Routing congestion map:
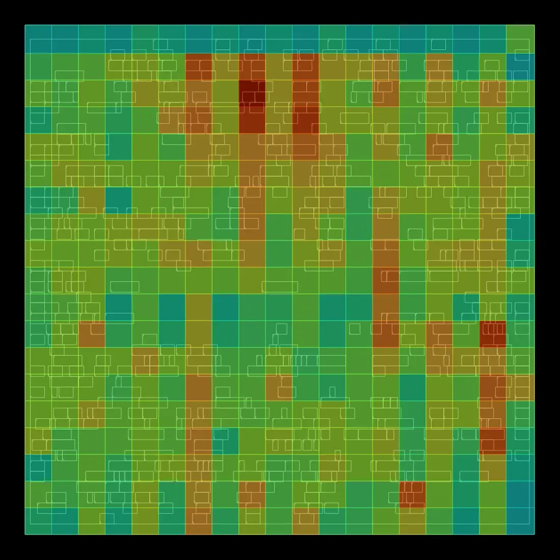
Signal wires on met1:
The bar under the picture is 50 um long. Supply wires on this layer in grey.
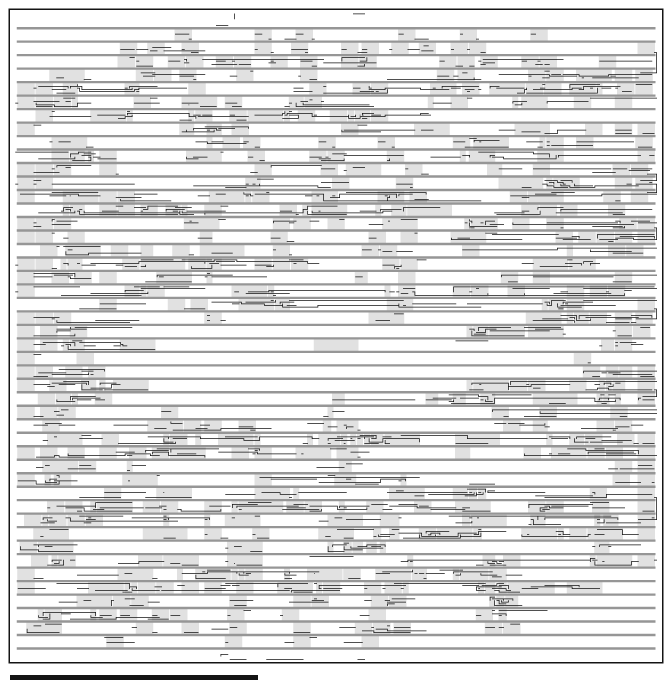
Where the registers sit:
The bar under the picture is 50 um long. Other sequential cells in the stronger grey, the rest of the logic in the fainter grey.
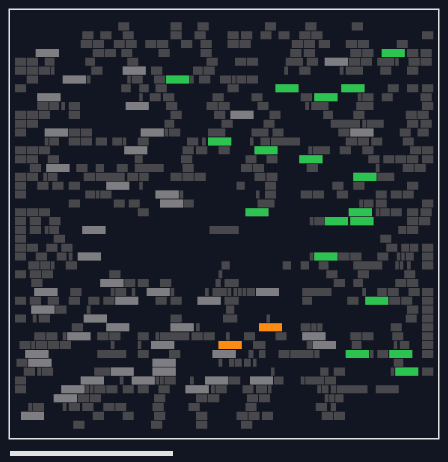
Wires at chosen ports, followed through buffers:
The bar under the picture is 50 um long.
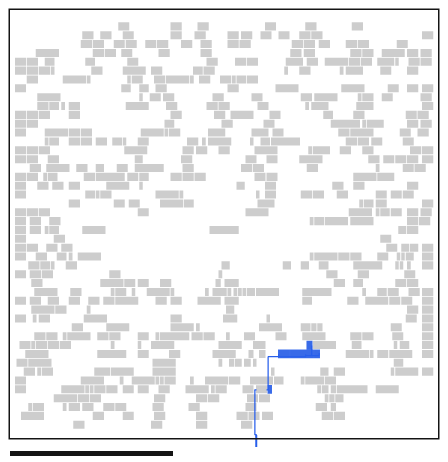
Wiring by layer:
Only two layers are drawn.
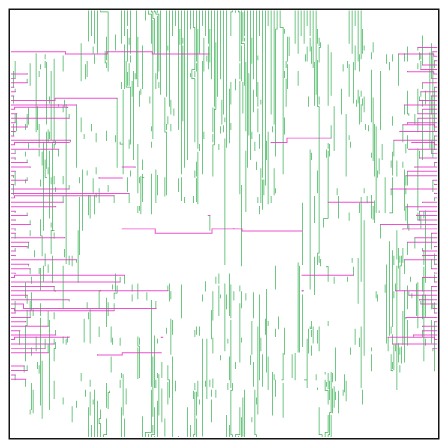
File: config.mk
export PLATFORM = sky130hd
export DESIGN_NAME = adder_share_arbiter_flat
export DESIGN_NICKNAME = d
export VERILOG_FILES = /design/src/rtl/adder_share_arbiter_if.sv /design/src/rtl/adder_share_arbiter.sv /design/src/flat_wrapper.sv
export SDC_FILE = /design/constraint.sdc
export NUM_CORES = 1
export LEC_CHECK = 0
export CAP_MARGIN = 40
export CELL_PAD_IN_SITES_DETAIL_PLACEMENT = 0
export CELL_PAD_IN_SITES_GLOBAL_PLACEMENT = 2
export CORE_UTILIZATION = 20
export CTS_CLUSTER_DIAMETER = 200
export DETAILED_ROUTE_END_ITERATION = 8
export PLACE_DENSITY_LB_ADDON = 0.1
export SYNTH_ARGS = -nofsm -noshare
export SYNTH_HDL_FRONTEND = slang
export SYNTH_SLANG_ARGS = --single-unit
File: constraint.sdc
create_clock -name clk -period 4.62 [get_ports clk]
set_input_delay 0.924 -clock clk [delete_from_list [all_inputs] [get_ports clk]]
set_output_delay 0.924 -clock clk [all_outputs]
set_load 0.03 [all_outputs]
File: src/rtl/adder_share_arbiter_if.sv
// rtl/adder_share_arbiter_if.sv - request, response and shared-adder signals of adder_share_arbiter
// Optional resp_ovf member present only when SIGNED_OVF_EN is defined.
interface adder_share_arbiter_if #(
    parameter int NUM_REQ = 4,
    parameter int ID_W    = 2
);
    logic [NUM_REQ-1:0]    req_valid;
    logic [NUM_REQ-1:0]    req_ready;
    logic [NUM_REQ*18-1:0] req_a;
    logic [NUM_REQ*18-1:0] req_b;
    logic [NUM_REQ-1:0]    req_cin;
    logic [17:0]           add_a;
    logic [17:0]           add_b;
    logic                  add_cin;
    logic [17:0]           add_s;
    logic [4:0]            add_c;
    logic                  resp_valid;
    logic                  resp_ready;
    logic [ID_W-1:0]       resp_id;
    logic [17:0]           resp_sum;
    logic                  resp_cout;
`ifdef SIGNED_OVF_EN
    logic                  resp_ovf;
`endif

    modport slave (
        input  req_valid, req_a, req_b, req_cin, add_s, add_c, resp_ready,
        output req_ready, add_a, add_b, add_cin, resp_valid, resp_id, resp_sum, resp_cout
`ifdef SIGNED_OVF_EN
        , output resp_ovf
`endif
    );

    modport master (
        output req_valid, req_a, req_b, req_cin, add_s, add_c, resp_ready,
        input  req_ready, add_a, add_b, add_cin, resp_valid, resp_id, resp_sum, resp_cout
`ifdef SIGNED_OVF_EN
        , input resp_ovf
`endif
    );
endinterface

File: src/rtl/adder_share_arbiter.sv
// rtl/adder_share_arbiter.sv - round-robin sharing of one 18-bit adder among NUM_REQ requesters
// Optional SIGNED_OVF_EN adds a captured two's-complement overflow flag (resp_ovf).
module adder_share_arbiter #(
    parameter int NUM_REQ = 4,
    parameter int ID_W    = 2
) (
    input  logic                 clk,
    input  logic                 rst_n,
    adder_share_arbiter_if.slave bus
);
    typedef enum logic [1:0] {IDLE, ISSUE, CAPTURE, RESP} state_t;

    state_t          state_q;
    logic [ID_W-1:0] rr_ptr_q;
    logic [ID_W-1:0] id_q;
    logic [17:0]     add_a_q;
    logic [17:0]     add_b_q;
    logic            add_cin_q;
    logic            resp_valid_q;
    logic [ID_W-1:0] resp_id_q;
    logic [17:0]     resp_sum_q;
    logic            resp_cout_q;

    logic            grant_found;
    logic [ID_W-1:0] grant_idx;
    logic [ID_W:0]   pos;
    logic [ID_W-1:0] rr_ptr_d;
    logic            unused_add_c;

    // Scan from farthest to nearest so the closest valid requester to rr_ptr wins.
    always_comb begin
        grant_found = 1'b0;
        grant_idx   = '0;
        pos         = '0;
        for (int k = NUM_REQ - 1; k >= 0; k--) begin
            pos = {1'b0, rr_ptr_q} + (ID_W+1)'(k);
            if (pos >= (ID_W+1)'(NUM_REQ)) begin
                pos = pos - (ID_W+1)'(NUM_REQ);
            end
            if (bus.req_valid[pos[ID_W-1:0]]) begin
                grant_found = 1'b1;
                grant_idx   = pos[ID_W-1:0];
            end
        end
    end

    assign rr_ptr_d = (grant_idx == ID_W'(NUM_REQ - 1)) ? '0 : grant_idx + 1'b1;

    always_comb begin
        bus.req_ready = '0;
        if (rst_n && state_q == IDLE && grant_found) begin
            bus.req_ready[grant_idx] = 1'b1;
        end
    end

    assign unused_add_c = ^bus.add_c[3:0];

`ifdef SIGNED_OVF_EN
    logic resp_ovf_q;
    assign bus.resp_ovf = resp_ovf_q;
`endif

    always_ff @(posedge clk) begin
        if (!rst_n) begin
            state_q      <= IDLE;
            rr_ptr_q     <= '0;
            id_q         <= '0;
            add_a_q      <= '0;
            add_b_q      <= '0;
            add_cin_q    <= 1'b0;
            resp_valid_q <= 1'b0;
            resp_id_q    <= '0;
            resp_sum_q   <= '0;
            resp_cout_q  <= 1'b0;
`ifdef SIGNED_OVF_EN
            resp_ovf_q   <= 1'b0;
`endif
        end else begin
            case (state_q)
                IDLE: begin
                    if (grant_found) begin
                        add_a_q   <= bus.req_a[18*grant_idx +: 18];
                        add_b_q   <= bus.req_b[18*grant_idx +: 18];
                        add_cin_q <= bus.req_cin[grant_idx];
                        id_q      <= grant_idx;
                        rr_ptr_q  <= rr_ptr_d;
                        state_q   <= ISSUE;
                    end
                end
                ISSUE: state_q <= CAPTURE;
                CAPTURE: begin
                    resp_sum_q   <= bus.add_s;
                    resp_cout_q  <= bus.add_c[4];
                    resp_id_q    <= id_q;
                    resp_valid_q <= 1'b1;
`ifdef SIGNED_OVF_EN
                    resp_ovf_q   <= (add_a_q[17] == add_b_q[17]) && (bus.add_s[17] != add_a_q[17]);
`endif
                    state_q      <= RESP;
                end
                RESP: begin
                    if (bus.resp_ready) begin
                        resp_valid_q <= 1'b0;
                        state_q      <= IDLE;
                    end
                end
                default: state_q <= IDLE;
            endcase
        end
    end

    assign bus.add_a      = add_a_q;
    assign bus.add_b      = add_b_q;
    assign bus.add_cin    = add_cin_q;
    assign bus.resp_valid = resp_valid_q;
    assign bus.resp_id    = resp_id_q;
    assign bus.resp_sum   = resp_sum_q;
    assign bus.resp_cout  = resp_cout_q;
endmodule
File: src/flat_wrapper.sv
// flat-port wrapper written by rule: the top's interface ports become plain ports
module adder_share_arbiter_flat 
#(
    parameter int NUM_REQ = 4,
    parameter int ID_W    = 2
)
  (clk, rst_n, bus_req_valid, bus_req_a, bus_req_b, bus_req_cin, bus_add_s, bus_add_c, bus_resp_ready, bus_req_ready, bus_add_a, bus_add_b, bus_add_cin, bus_resp_valid, bus_resp_id, bus_resp_sum, bus_resp_cout);
  adder_share_arbiter_if #(.NUM_REQ(NUM_REQ), .ID_W(ID_W)) bus_i ();
  input  logic clk;
  input  logic rst_n;
  input wire logic [$bits(bus_i.req_valid)-1:0] bus_req_valid;
  input wire logic [$bits(bus_i.req_a)-1:0] bus_req_a;
  input wire logic [$bits(bus_i.req_b)-1:0] bus_req_b;
  input wire logic [$bits(bus_i.req_cin)-1:0] bus_req_cin;
  input wire logic [$bits(bus_i.add_s)-1:0] bus_add_s;
  input wire logic [$bits(bus_i.add_c)-1:0] bus_add_c;
  input wire logic [$bits(bus_i.resp_ready)-1:0] bus_resp_ready;
  output wire logic [$bits(bus_i.req_ready)-1:0] bus_req_ready;
  output wire logic [$bits(bus_i.add_a)-1:0] bus_add_a;
  output wire logic [$bits(bus_i.add_b)-1:0] bus_add_b;
  output wire logic [$bits(bus_i.add_cin)-1:0] bus_add_cin;
  output wire logic [$bits(bus_i.resp_valid)-1:0] bus_resp_valid;
  output wire logic [$bits(bus_i.resp_id)-1:0] bus_resp_id;
  output wire logic [$bits(bus_i.resp_sum)-1:0] bus_resp_sum;
  output wire logic [$bits(bus_i.resp_cout)-1:0] bus_resp_cout;
  assign bus_i.req_valid = bus_req_valid;
  assign bus_i.req_a = bus_req_a;
  assign bus_i.req_b = bus_req_b;
  assign bus_i.req_cin = bus_req_cin;
  assign bus_i.add_s = bus_add_s;
  assign bus_i.add_c = bus_add_c;
  assign bus_i.resp_ready = bus_resp_ready;
  assign bus_req_ready = bus_i.req_ready;
  assign bus_add_a = bus_i.add_a;
  assign bus_add_b = bus_i.add_b;
  assign bus_add_cin = bus_i.add_cin;
  assign bus_resp_valid = bus_i.resp_valid;
  assign bus_resp_id = bus_i.resp_id;
  assign bus_resp_sum = bus_i.resp_sum;
  assign bus_resp_cout = bus_i.resp_cout;
  adder_share_arbiter #(.NUM_REQ(NUM_REQ), .ID_W(ID_W)) u_core (.clk(clk), .rst_n(rst_n), .bus(bus_i));
endmodule
==> impl_metrics.csv <==
group,metric,value,unit
outcome,status,"completed",
yosys,ys_top_cells_by_area,"sky130_fd_sc_hd__dfxtp_1 (39%), sky130_fd_sc_hd__mux2i_1 (29%), sky130_fd_sc_hd__o221ai_1 (6.8%)",
finish,fillCellCount,1609,
yosys,yosys_register_bits,65,
clock_network,cts_made_buffers,9,
finish,areaGrowthSynthToFinish,84.0,%
timing,timing.clock.skew,6.22,ps
yosys,synth_area_per_cell,10.2,um2
finish,layout-drive-gt1-share,7.65,%
pwr,power-top-group,"combinational cells",
routing,drc,0,
setup_path,critical_path_class,"in -> out",
floorplanning,dieWidth,132,um
floorplanning,floorplan.io_pins,241,
setup_path,worstSetupStartpointType,"input port",
global_routing,grt_use_met3,6.91,%
setup_path,path_cells,"clkdlybuf4s50_1 -> nor4_1 -> nor2b_1 -> nand3_2 -> nor2_1 -> buf_4",
global_routing,grt_pass1_wl,19100,um
yosys,yosys.area_share.xor_xnor,0.261,%
timing,final-max-slew-violation-count,0,
timing,finalWorstSetupSlack,705,ps
routing,highest-signal-layer,"met4",
finish,layout.cells.non_filler,778,
finish,numnets_final,739,
yosys,edf_count,0,
pwr,final_power,3.41,mW
yosys,synth_sequential_area_ratio,38.8,%
setup_path,worst_r2r_path_depth,6,
setup_path,crit_fanout,9,
yosys,yosys-dominant-comb-family,"multiplexers",
floorplanning,initial_core_util,20.8,%
global_routing,pin_count_of_the_biggest_net_entering_global_routing,77,
timing,timing.final.setup_violations,0,
pwr,cell_internal_power,2.00,mW
routing,vias_per_cell,4.24,
yosys,top_area_cell,"sky130_fd_sc_hd__dfxtp_1",
yosys,syn-instance-count,330,
timing,finalWorstPathRequiredPeriod,3910,ps
yosys,synth.cellmix.adderShare,1.49,%
yosys,yosysCellCount,330,
pwr,share_seq_of_total_power,26.0,%
setup_path,worstSetupPathDepth,6,
yosys,postSynthNetCount,512,
finish,final_area,6170,um2
clock_network,cts_h_tree_depth,3,
pwr,clkPwrFrac,19.3,%
setup_path,critPathCaptureType,"output pin",
timing,hold-worst-slack,460,ps
floorplanning,design.die.area,17300,um2
clock_network,cts_root_buf,"sky130_fd_sc_hd__clkbuf_16",
place,port_buffers,236,
setup_path,data_required_critical_path,3700,ps
yosys,post_synth_and_or_nand_nor_area_fraction,10.8,%
timing,slew_headroom,41.6,%
place,post_dp_cell_area,5880,um2
clock_network,clock_tree_from_tritoncts,"built",
floorplanning,coreArea,16100,um2
flow_run,maxCapViolCount,0,
clock_network,clock.latency.late_pin,340,ps
flow_run,warning_count,33,
pwr,power_frac_comb,54.7,%
clock_network,path_clk_slew,60,ps
yosys,ys.flop_type,"sky130_fd_sc_hd__dfxtp_1",
yosys,post-synth-top-area-fraction,38.8,%
setup_path,cp.buffers_inverters,2,
floorplanning,placement_rows,46,
yosys,synth_chip_area,3350,um2
yosys,mux_area_share,29.2,%
routing,drt-initial-drc-count,87,
pwr,powerClk,0.658,mW
place,place_worst_setup_slack,705,ps
timing,setup_total_negative_slack,0,ps
yosys,synth.cells.most_frequent,"sky130_fd_sc_hd__mux2i_1 (98), sky130_fd_sc_hd__dfxtp_1 (65), sky130_fd_sc_hd__nand2_1 (39)",
pwr,p_leak,2.32,nW
pwr,seq_power,0.885,mW
timing,max_slew.worst_pin.slew,875,ps
routing,drt_pass_1_iters,7,
setup_path,max_incr_delay_on_cp,690,ps
place,routability_congestion_estimate_from_global_placement,0.770,
timing,max_clock_freq,0.255,GHz
yosys,yosysWarningCount,0,
timing,hold_viol,0,
yosys,yosys.cell_count.top_type,"sky130_fd_sc_hd__mux2i_1",
floorplanning,chipHeight,132,um
pwr,comb_cell_power,1.86,mW
setup_path,critical_path.top_delay_family,"simple AND/OR/NAND/NOR gates",
timing,period_used_share,84.7,%
global_routing,grt_antenna_before_repair,0,
pwr,power_density,552,nW/um2
setup_path,critical_path.slowest_cell,"sky130_fd_sc_hd__nor2b_1",
pwr,ir_drop,331,uV
routing,met3RoutedLength,1300,um
clock_network,cts-hold-fix-buffers,0,
clock_network,post_cts.repair.setup_buffers,0,
routing,routed-wl-met2,5890,um
yosys,aoi_share,13.7,%
place,post-dp-hpwl,9010,um
timing,rsz0062_at_grt,"false",
yosys,async_s_r_ff_share_synth,0,%
worst_hold_path,worst_hold_path.num_cells,2,
routing,ant_nets,0,
clock_network,cts_sinks,65,
pwr,net_switching_power,1.41,mW
yosys,ys_types,28,
global_routing,grtUsageMet1,15.4,%
global_routing,grt_pass1_vias,3426,
yosys,netlist_area_before_placement,3350,um2
place,dp.cells,762,
worst_hold_path,hold_class,"reg -> reg",
routing,met1_wl,4900,um
pwr,switching_fraction_of_total_power,41.3,%
setup_path,worst-endpoint-arrival,2990,ps
finish,insertedDiodeCount,0,
clock_network,clock_tree.buffer_depth,2,
global_routing,globalRouteOverflowTotal,0,
clock_network,post_cts.resized_instances,0,
## Picture notes: 'routing congestion map'
final core utilization: 38.3%
met2 usage: 24.5%
busiest grt layer: met2

## Picture notes: 'signal wires on met1'
share of all routed wire: 40%
main direction: horizontal
nets with wire on the layer: 622
wire length on this layer: 4,900 um
longest straight run: 42.3 um

## Picture notes: 'where the registers sit'
[orange] `u_core.id_q` | placed flops: 2
[green] `u_core.bus.add_b` | placed flops: 18
not coloured: 45

## Picture notes: 'wires at chosen ports, followed through buffers'
[blue] `rst_n` | bits: 1 | direction: input | edge: bottom | end cells: 5 | buffers: 1 | wire: 46.8 um

## Picture notes: 'wiring by layer'
[green] M2 | wire length: 5,890 um
[magenta] M3 | wire length: 1,300 um
global-route usage over all layers: 14.4%
overall routed net length: 12,200 um
routed wirelength normalized by instance count: 15.7 um
overall via count from detail_route: 3,300

state kept, by name (all words and copies together), names as in the netlist:
signal	count
u_core.state_q	2
u_core.bus.resp_id	2
u_core.bus.add_cin	1
u_core.rr_ptr_q	2
u_core.bus.resp_cout	1
u_core.bus.add_b	18
u_core.bus.resp_sum	18
u_core.id_q	2
u_core.bus.resp_valid	1
u_core.bus.add_a	18
cells in the final DEF (no fill, tap or decap), types with 4 or more instances in the layout:
cell type,instances
sky130_fd_sc_hd__buf_4,9
sky130_fd_sc_hd__o221ai_1,26
sky130_fd_sc_hd__clkdlybuf4s50_1,232
sky130_fd_sc_hd__nor2_1,33
sky130_fd_sc_hd__dfxtp_1,65
sky130_fd_sc_hd__mux2i_1,98
sky130_fd_sc_hd__o221ai_2,11
sky130_fd_sc_hd__clkbuf_16,9
sky130_fd_sc_hd__ha_1,4
sky130_fd_sc_hd__a21oi_1,8
sky130_fd_sc_hd__inv_1,4
sky130_fd_sc_hd__nand2_1,39
path summary, 6_finish.rpt:
| path | from | to | slack (ps) |
|---|---|---|---|
| setup / recovery | bus_req_valid[1] | bus_req_ready[1] | 710 |
| hold / removal | u_core.bus.add_a[17] | u_core.bus.add_a[17] | 460 |
| setup reg to reg | u_core.state_q[0] | u_core.bus.add_b[11] | 2230 |
| hold reg to reg | u_core.bus.add_a[17] | u_core.bus.add_a[17] | 460 |
final cells by class:
| cell class | count | area [um2] | area share [%] |
|---|---|---|---|
| Timing Repair Buffer | 242 | 2410 | 39.0 |
| Multi-Input combinational cell | 234 | 1880 | 30.5 |
| Clock inverter | 6 | 50.0 | 0.811 |
| Sequential cell | 65 | 1300 | 21.1 |
| Inverter | 5 | 18.8 | 0.304 |
| Tap cell | 216 | 270 | 4.38 |
| Clock buffer | 10 | 239 | 3.87 |
No activity file was given, so power comes from the tool's default toggle rates.
